Run 1, supply network:
Scale: 4 px per µm. Pins as bars on the die edge.
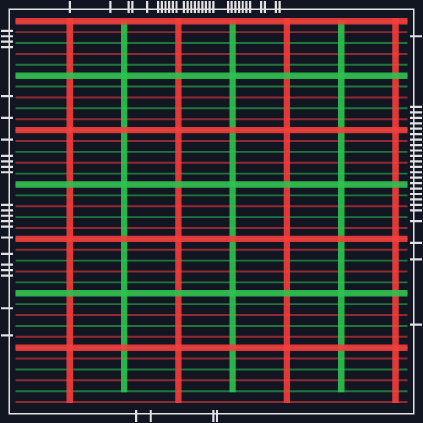
Run 1, cell area per tile:
Scale: 3 px per µm. The die is cut into 10 by 10 equal tiles; white is low, dark blue is high, 0 to 100% covered.
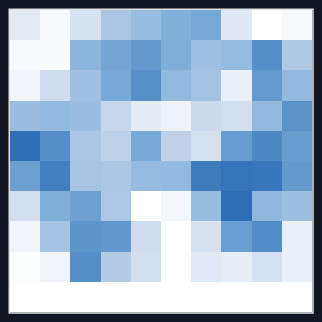
Run 1, signal wires by layer:
Scale: 6 px per µm. Only two layers are drawn.
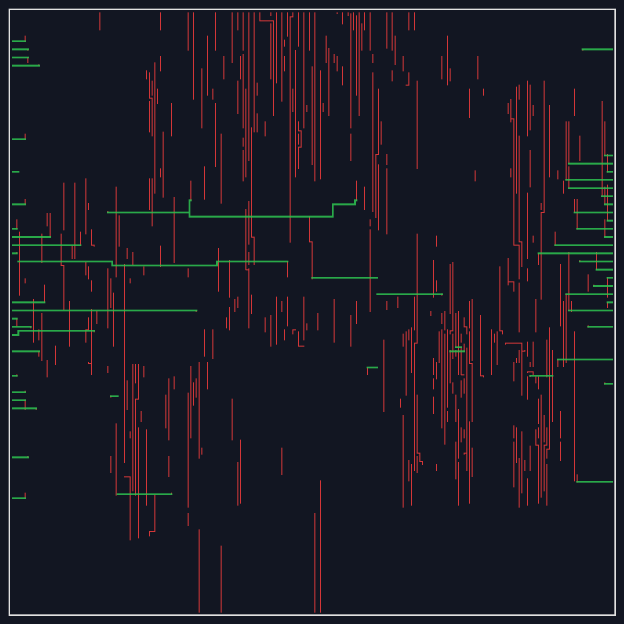
Run 1, clock wires, drivers and flops:
Scale: 6 px per µm.
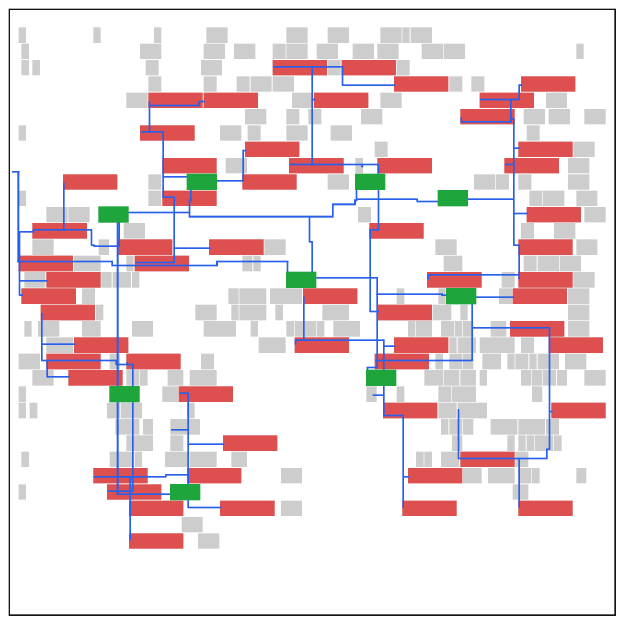
==> config.mk <==
export PLATFORM = sky130hd
export DESIGN_NAME = extnet_window_ctrl_flat
export DESIGN_NICKNAME = d
export VERILOG_FILES = /design/src/rtl/extnet_pkg.sv /design/src/rtl/extnet_window_ctrl_if.sv /design/src/rtl/extnet_scan_counter.sv /design/src/rtl/extnet_window_ctrl.sv /design/src/flat_wrapper.sv
export SDC_FILE = /design/constraint.sdc
export NUM_CORES = 1
export LEC_CHECK = 0
export CAP_MARGIN = 30
export CORE_UTILIZATION = 25
export DETAILED_ROUTE_END_ITERATION = 6
export GPL_ROUTABILITY_DRIVEN = 0
export PLACE_DENSITY = 0.6
export SYNTH_ARGS = -nofsm -noshare
export SYNTH_HDL_FRONTEND = slang
export SYNTH_HIERARCHICAL = 1
export SYNTH_SLANG_ARGS = --single-unit
==> constraint.sdc <==
create_clock -name clock -period 4.05 [get_ports clock]
set_clock_uncertainty 0.15 [all_clocks]
set_input_delay 1.215 -clock clock [delete_from_list [all_inputs] [get_ports clock]]
set_output_delay 1.215 -clock clock [all_outputs]
set_load 0.03 [all_outputs]
==> flow_summary.ini, run 1 <==
; physical design summary
[final_layout]
comb_cells = 128
area_growth_pct = 37.4
clock_buffers = 12
seqCellArea_um2 = 1450
nNetsFinal = 314
final_cell_count_no_fill = 407
layout_top_cells = clkdlybuf4s50_1, dfrtp_1, and3_1
largest_reg_flops = 24
final_common_cell = clkdlybuf4s50_1

[synth]
syn_area_um2 = 2440
ys_types = 35
synthTopCellsByCount = dfrtp_1, and3_1, nor2_1
adder_share_pct = 6.16
top_cells_by_area = dfrtp_1, and3_1, ha_1, buf_4, nor2_1
ys.flop_type = dfrtp_1
postSynthCellCount = 202
top_cell_area_share_pct = 59.5
ys_sh_simple_pct = 15.9
yosys.area_share.aoi_pct = 3.90

[timing]
final_hold_viol_count = 0
max_slew_margin_pct = 41.3
rsz0062_at_grt = no

[global_route]
grt_max_degree = 40
grt_overflow = 0
grt_pass1_vias = 1702

[setup_path]
crit_slowest_cell = clkdlybuf4s50_1
cp.buffers_inverters = 1
end_kind = output port
cp_num_cells = 6
start_kind = flip-flop
worstPathMaxFanout = 6
crit_chain = ha_1 > or4_1 > a21oi_1 > or3_1 > a21oi_1 > clkdlybuf4s50_1
r2r_slack_ns = 1.76
slowest_delay_ns = 0.59
crit_required_ns = 2.68

[min_path]
holdPathStages = 0

[power]
power_density_nw_per_um2 = 330

[floorplan]
die_area_um2 = 10100

[placed_design]
placedInstanceArea_um2 = 3180
place_ws_ns = 0.620

[clock_tree]
clkTransAtPathRegs_ns = 0.07
root_buffer = clkbuf_8
cts_resized = 0
ctsHtreeMaxLevel = 3
cts_buffer_depth = 2

[job]
warning_count = 32

[outcome]
outcome = complete, no violations

[route]
drt-total-wl_mm = 5.10
antenna_left = 0
-- 'supply network' (at the start) --
Key: VSS = red; VDD = green
36 met1 rails follow the rows. 7 straps on met5. The core has 35 rows. 7 straps on met4. 83 signal pins sit on the boundary.
Max IR drop VDD: 0.000155 V
Die X: 101 µm

-- 'cell area per tile' (at the start) --
The mean over all tiles is 31%. 15% of the tiles are nearly empty. The emptiest ninth of the die: bottom center.
core area: 9330 µm²
fin util: 35.9%

-- 'signal wires by layer' (at the start) --
Key: metal 2 = red [wire length 2400 µm]; metal 3 = green [wire length 355 µm]
Vias: 1660
Global Route Usage Sum: 11.2%
DR WL/cell: 12.5 µm

-- 'clock wires, drivers and flops' (at the start) --
Key: clock wires = blue [length 810 µm]; clock drivers = green [count 9]; flip-flops = red [count 58]
Position of the flops: spread over the die. There are 10 routed clock nets.
Late-Pin Clk Latency: 0.34 ns
Clock power frac: 42.2%

## run 1: per-layer routing
metal / part of all wire, % / vias up / wire [µm] / track usage, %
li1: - / 787 / - / -
met1: 44 / 802 / 2270 / 13.7
met2: 47 / 63 / 2400 / 17.5
met3: 7.0 / 8 / 355 / 4.30
met4: 1.5 / 0 / 76 / 5.24
met5: 0 / - / 0 / 0
## run 1: report_power, final
| part | switching, mW | total (mW) | internal (mW) |
|---|---|---|---|
| clock | 0.217 | 0.466 | 0.249 |
| sequential | 0 | 0.579 | 0.579 |
| combinational | 0.0366 | 0.0594 | 0.0227 |
| total | 0.253 | 1.10 | 0.851 |
## run 1: worst register-to-register path: stages (launching register included)
cell	delay, ns
dfrtp_1	0.42
or4_4	0.58
o41ai_2	0.48
o221ai_2	0.22
mux2_4	0.33
Run 1, congestion heat map:
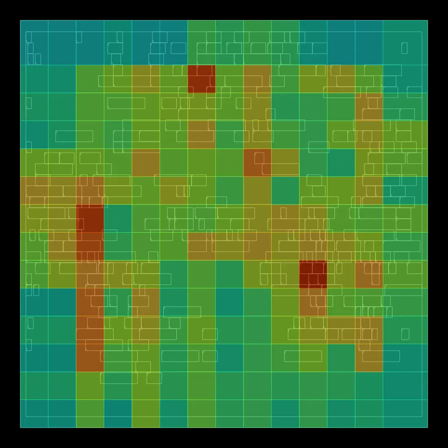

==> run 2, diff against run 1 <==
--- a/config.mk
+++ b/config.mk
@@ -6,10 +6,10 @@
 export NUM_CORES = 1
 export LEC_CHECK = 0
 export CAP_MARGIN = 30
-export CORE_UTILIZATION = 25
+export CORE_UTILIZATION = 45
 export DETAILED_ROUTE_END_ITERATION = 6
 export GPL_ROUTABILITY_DRIVEN = 0
-export PLACE_DENSITY = 0.6
+export PLACE_DENSITY = 0.9
 export SYNTH_ARGS = -nofsm -noshare
 export SYNTH_HDL_FRONTEND = slang
 export SYNTH_HIERARCHICAL = 1
==> constraint.sdc (replaced) <==
create_clock -name clock -period 3.9 [get_ports clock]
set_clock_uncertainty 0.15 [all_clocks]
set_input_delay 1.17 -clock clock [delete_from_list [all_inputs] [get_ports clock]]
set_output_delay 1.17 -clock clock [all_outputs]
set_load 0.03 [all_outputs]
Run 2, congestion heat map:
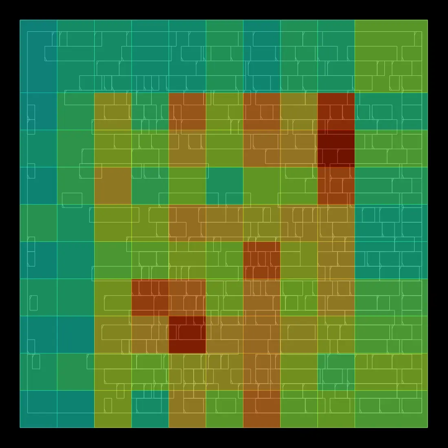
gr busiest metal: met2
fin util: 64.0%
DR WL/cell: 12.9 µm
met1 Track Usage GR: 18.0%
Global Route Usage Sum: 16.8%

==> run 2 against run 1 <==
Compared with the run above: sequential power grew 4.0%; synthesized cell count is the same; power grew 8.9%; critical path depth shrank 2; utilization grew 28 points; first-iteration DRC count grew 31%; global-route usage grew 5.6 points; clock power grew 16%.
==> flow_summary.ini, run 2 <==
; physical design summary
[clock_tree]
insertion_delay_ns = 0.32
ctsHtreeMaxLevel = 3
clkTransAtPathRegs_ns = 0.06
cts_resized = 0

[setup_path]
cp.buffers_inverters = 1
crit_chain = or4_4 > nor4_1 > and2_1 > clkdlybuf4s50_1
crit_slowest_cell = clkdlybuf4s50_1
r2r_slack_ns = 1.69

[power]
seq_power_share_pct = 50.0
ir_drop_v = 0.000164
power_clock_mw = 0.539
p_clk_share_pct = 44.8
power_density_nw_per_um2 = 363
switching_share_pct = 20.5
p_seq_mw = 0.602

[final_layout]
final_common_cell = clkdlybuf4s50_1
nNetsFinal = 315
final_cell_count_no_fill = 350
layout_top_cells = clkdlybuf4s50_1, dfrtp_1, and3_1
largest_reg_flops = 24

[timing]
max_slew_margin_pct = 56.9
final_hold_viol_count = 0

[outcome]
outcome = complete, no violations

[global_route]
grt_overflow = 0
grt_max_degree = 29
grt_use_met2_pct = 29.5
grtUsageMet3_pct = 4.76

[synth]
syn_area_um2 = 2440
synthTopCellsByCount = dfrtp_1, and3_1, nor2_1
yosys.area_share.aoi_pct = 3.90
ys_sh_simple_pct = 15.9
top_cells_by_area = dfrtp_1, and3_1, ha_1, buf_4, nor2_1
adder_share_pct = 6.16
ys_types = 35

[min_path]
holdPathStages = 0

[job]
warning_count = 32

[route]
dr_wl_met2_mm = 2.20
drt-total-wl_mm = 4.51
drt-met1-wl_mm = 1.87
highest_layer = met4

[floorplan]
die_area_um2 = 5710

[placed_design]
place_ws_ns = 0.511
## run 2: cell count changes in the layout (fill, tap and decap cells not counted)
cell	previous run	this run
clkbuf_1	1	3
clkinv_2	3	1
buf_4	3	4
bufinv_16	0	1
## run 2: cells by family (layout without fill, tap and decap cells)
family	Yosys count	in the layout
AND/OR/NAND/NOR	71	71
flip-flops	58	58
buffers and inverters	31	94
adder cells (fa/ha/maj)	12	12
AND-OR/OR-AND	12	12
XOR/XNOR	11	11
multiplexers	6	6
other	1	16
## run 2: cell type report
cell class,instances,area [µm²]
repair buffers,70,686
fillers,394,1860
inverters,8,30.0
multi-input cells,128,858
flip-flops and latches,58,1450
clock inverters,2,35.0
well taps,70,87.6
clock buffers,14,163
Power and IR drop assume default switching activity.
